==> config.mk <==
export PLATFORM = sky130hd
export DESIGN_NAME = hazard_ctrl_unit_flat
export DESIGN_NICKNAME = d
export VERILOG_FILES = /design/src/rtl/hazard_pkg.sv /design/src/rtl/hazard_ctrl_unit_if.sv /design/src/rtl/hazard_cmp.sv /design/src/rtl/hazard_ctrl_unit.sv /design/src/flat_wrapper.sv
export SDC_FILE = /design/constraint.sdc
export NUM_CORES = 1
export LEC_CHECK = 0
export CAP_MARGIN = 20
export CORE_AREA = 2 2 39 41
export CTS_BUF_LIST = sky130_fd_sc_hd__clkbuf_8
export CTS_CLUSTER_SIZE = 24
export DETAILED_ROUTE_END_ITERATION = 10
export DIE_AREA = 0 0 41 43
export GPL_TIMING_DRIVEN = 0
export MAX_ROUTING_LAYER = met4
export PLACE_DENSITY = 0.71
export SLEW_MARGIN = 10
export SYNTH_ARGS = -nofsm -noshare
export SYNTH_HDL_FRONTEND = slang
export SYNTH_SLANG_ARGS = --single-unit
==> constraint.sdc <==
create_clock -name clk -period 1.9 [get_ports clk]
set_input_delay 0.38 -clock clk [delete_from_list [all_inputs] [get_ports clk]]
set_output_delay 0.38 -clock clk [all_outputs]
set_load 0.02 [all_outputs]
Figure 1. Metal 1.
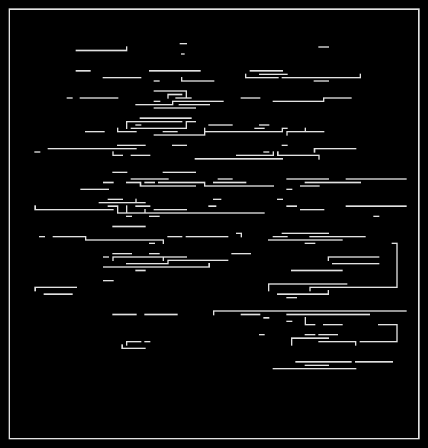
longest straight run = 19.3 um
main direction = horizontal
wire length on this layer = 481 um
share of all routed wire = 41%
met1 layer usage reported by global route: 14.19%
Routed WL: 1181 um
vias post-DR: 466

Figure 2. Layout detail.
The bar under the picture is 5 um long. Window x 0 to 20, y 22 to 42 um. Cells in grey, sequential cells in the stronger grey; small squares are vias.
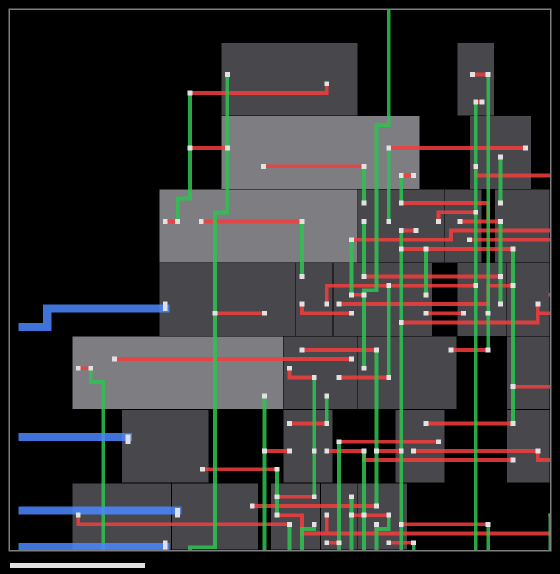
blue -> met3
red -> met1
green -> met2
sequential cells in the window = 3
cells with their middle in the window = 23

Figure 3. The metal 3 layer.
The bar under the picture is 10 um long.
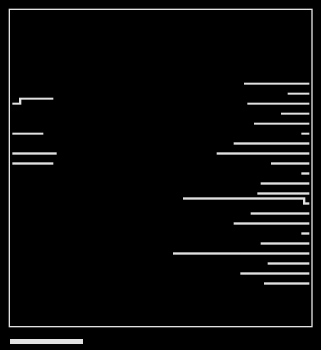
nets with wire on the layer = 25
wire length on this layer = 174 um
Global Route met3 Usage: 3.141%

Figure 4. Signal wires on met2.
The bar under the picture is 10 um long. Cells faint in the background.
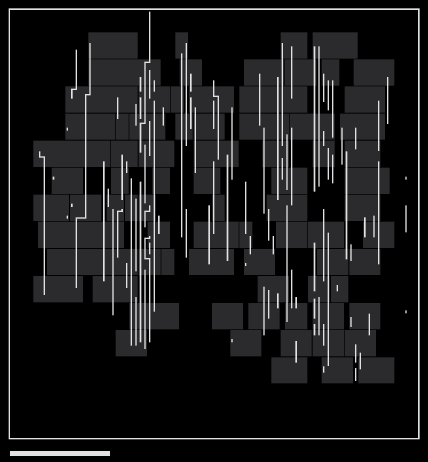
nets with wire on the layer = 87
longest straight run = 21.1 um
met2 capacity usage during global routing: 23.75%

==> run summary <==
Here are the numbers from the latest Yosys + OpenROAD run.

TritonCTS built the clock tree. Ranked by total cell area, the synthesized netlist is headed by sky130_fd_sc_hd__dfxtp_1 (19%), sky130_fd_sc_hd__ha_1 (18%), sky130_fd_sc_hd__xnor2_1 (17%), sky130_fd_sc_hd__nand4_1 (4.4%), sky130_fd_sc_hd__nor2b_1 (4.4%). The chip area from the yosys synthesis statistics came out at approximately 420 sq um. Net switching is between 20% and 30% of the power.

Per the run summary, max-cap violations total 0. The kind of cell adding the most delay to the critical path is simple AND/OR/NAND/NOR gates. The cell area after placement came out at 705.7 sq um. After the last flow step, the layout net total stands at 107. The initial utilization of the core area, before any placement, comes to between 30% and 40%.

The cell area power density came out at around 480 mW/mm^2. After detailed routing, the number of remaining DRC violations is 0. Yosys reports that the most numerous cell types are sky130_fd_sc_hd__xnor2_1 (8), sky130_fd_sc_hd__ha_1 (6), sky130_fd_sc_hd__dfxtp_1 (4), sky130_fd_sc_hd__inv_1 (4). The nature of the critical path endpoint is a primary output.

The static leakage is 0.0003504 uW. The post-route netlist has between 20% and 30% of its cells at a drive strength greater than 1. Summing all non-filler instances in the final layout gives an area of between 700 and 800 sq um.

Detailed-route iteration 0 reported a violation count of 5. The proportion of register bits with asynchronous set or reset after synthesis came out at 0%. The area of the core region came out at between 0.001 and 0.0015 sq mm. The top achievable clock speed is ~540 MHz. For this run, the script counts the antenna cells in the layout as 0. The critical path is of the flop to primary output type. The number of OpenROAD warnings is 30. The pin closest to its max-slew limit shows a slew of 273.6 ps. The sequential area share after synthesis is roughly a fifth. The detail-routed net length per standard cell came out at roughly 13 um. Counting instances, the worst hold path has a depth of 2.

The register clock-pin slew on the reported worst setup and hold paths is 30 ps. The final layout contains a sequential cell count of 4. The sequential fraction of total cell area came out at between 10% and 20%. The signal on the critical path passes through ha_4 > nor2b_4 > nor2b_4 > or3_4 > buf_6.

The number of nets in the synthesized netlist is a little under 80. The relative slew slack came out at approximately four fifths. The count of non-CTS inverters in the layout is 4. The pin count of the biggest net entering global routing is 6. The area fraction of the largest cell type after synthesis is about a fifth. The maximum level of the CTS H-tree came out at 1. The most common logic cells in the final layout are sky130_fd_sc_hd__dlygate4sd2_1 (10), sky130_fd_sc_hd__xnor2_1 (8), sky130_fd_sc_hd__ha_1 (5). The final tally of hold violations is 0.

Per the layout report, the design carries 26 non-clock buffers. The largest total area in the synthesized netlist belongs to sky130_fd_sc_hd__dfxtp_1. The skew report gives the latency at the later pin of the worst-skew pair as approximately 210 ps.

The I/O pin total came out at 26. The clock network takes up about 5.3% of total cell area after layout. The largest clock skew in the final design is 1.349 ps. The path depth of the worst reg2reg path is 6. Per the cell usage report, the commonest logic cell in the layout is sky130_fd_sc_hd__dlygate4sd2_1. The synthesized area divided by synthesized cell count came out at about 8.5 sq um.

The cell count in the Yosys report is roughly 50. The number of nets with antenna violations after detailed routing came out at 0. Across the VDD grid, the largest voltage drop is between 400 and 500 uV. The fill cell total of the finished layout is about 130. The relative area of non-clock buffer cells in the final design came out at a little under a third. The via count of the first global-routing pass came out at around 450. The number of cells produced by synthesis came out at 50. about 41 cells are multi-input combinational gates. Per report_power, the sequential group accounts for a little under a quarter of the total. The cell chosen for the clock root is sky130_fd_sc_hd__clkbuf_8. The weighted congestion reported at the end of routability-driven placement is roughly 0.74. The share of total power in the clock network is between 40 and 50%. The final count of pins violating max slew is 0. The cell that appears most often on the critical path is sky130_fd_sc_hd__nor2b_4.

Along the critical path, the tally of buffer and inverter instances is 1. The overall die width is approximately 40 um. The first-pass GRT wire length is approximately 1700 um. The maximum fanout encountered on the critical timing path is 5. The data arrival time reported for the critical path is ~1500 ps. The vertical die dimension is ~43 um. The count of distinct cell types in the synthesized netlist is 25.

Among all flip-flop cells after synthesis, the most frequent one is sky130_fd_sc_hd__dfxtp_1. The total negative slack came out at 0 ps. The cell-internal power came out at roughly 290 uW. The inserted tap cell count came out at 16. The total global routing track utilization is 13.90%.

The number of buffers inserted by hold repair at cts came out at 0. The run finished with clean final reports. The tally of clock buffers in the finished layout is 3. The reg-to-reg setup timing slack is ~220 ps. The delay contributed by the slowest stage of the critical path is between 300 and 400 ps. The total of endpoints with negative setup slack in the final report is 0. Looking at the clock tree report, the maximum root-to-sink buffer count equals 2. The STA report counts the stages on the worst setup path as 5. The half-perimeter wire length after placement is between 800 and 900 um.

The fraction of standard cell area in multi-input logic came out at approximately 47%. The required arrival time at the worst endpoint is about 1500 ps. The number of detailed-routing iterations run before antenna repair came out at 4. The average vias per placed instance is 4.957. The worst setup path is launched from a flop. The number of storage elements in the synthesis netlist is 4.

The number of clock sinks seen by CTS came out at 4. The post-synthesis instance area came out at 424.2 sq um. The residual overflow from global routing is 0.

The buffer_ports step reported a buffer count of 25. The timing report shows that the slowest cell on the worst path is sky130_fd_sc_hd__or3_4. The total area of sequential cells came out at about 85 sq um. The final period demand of the worst path came out at 1842 ps. By area, the class that comes first in the final layout consists of multi-input combinational cells. The combinational share of power came out at slightly above 30%.

The flow measured a signed area growth from synthesis to layout of 83.48%. Row generation in the floorplan step produced 14 rows. Among all cell types in the netlist, the one instantiated most often is sky130_fd_sc_hd__xnor2_1.

The post-route clock period utilization is 96.95%. The die covers 0.001763 sq mm. The number of flops mapped to enable cells by yosys is 0. The area of the multi-input gates came out at 369.1 sq um.

The initial antenna violation count is 0. The type recorded for the worst min-delay path is flop to flop. The number of buffers added by the clock tree synthesis step is 3. The synthesis report lists the Yosys warning total as 0.

The switching component of the power came out at slightly below 90 uW.
## worst reg2reg max path, cell delays in order (launching register included)
cell and delay [ps]:
sky130_fd_sc_hd__dfxtp_2 370, sky130_fd_sc_hd__inv_1 70, sky130_fd_sc_hd__ha_1 300, sky130_fd_sc_hd__a41o_1 230
sky130_fd_sc_hd__o21a_1 140, sky130_fd_sc_hd__or3_1 310, sky130_fd_sc_hd__a31oi_1 170
## cells by family after synthesis
group           after synthesis  share of synthesized area [%]
flops                         4                          18.88
simple gates                 16                          22.71
buf+inv                       5                          5.309
compound gates               10                          16.52
fa+ha+maj                     6                          17.70
xor+xnor                      8                          16.52
mux                           1                          2.360
## metrics by stage
step | hold slack (ps) | instances | total power, uW | utilization [%] | setup WS, ps
CTS | 478.9 | 95 | 382.2 | 54.88 | 0.3335
global route | 509.3 | 94 | 396.4 | 56.24 | 6.909
floorplan | 440.1 | 50 | 139.9 | - | 35.65
global placement | 461.5 | 91 | 206.8 | 50.99 | -663.6
detailed placement | 471.4 | 91 | 208.3 | 50.99 | -697.6
finish | 481.1 | 94 | 374.3 | 56.24 | 57.91
## per-layer routing
| layer | vias up | GRT usage, % | wire length (um) |
|---|---|---|---|
| met4 | 0 | 6.000 | 0 |
| li1 | 236 | - | - |
| met2 | 25 | 23.75 | 525 |
| met1 | 205 | 14.19 | 481 |
| met5 | - | - | 0 |
| met3 | 0 | 3.141 | 174 |
## timing repair
item,CTS,global route
cloned,0,0
pin swaps,12,12
gates resized,39,14
setup endpoints to repair,4,3
buffers inserted,1,0
## power by group through the flow
stage	clock (uW)	sequential (uW)	combinational, uW
6_report	174	86.9	114
5_1_grt	187	87.0	123
4_1_cts	181	88.2	113
3_5_place_dp	0	89.0	119
3_3_place_gp	0	88.9	118
2_1_floorplan	0	88.6	51.3
No activity file was given, so power comes from the tool's default toggle rates.
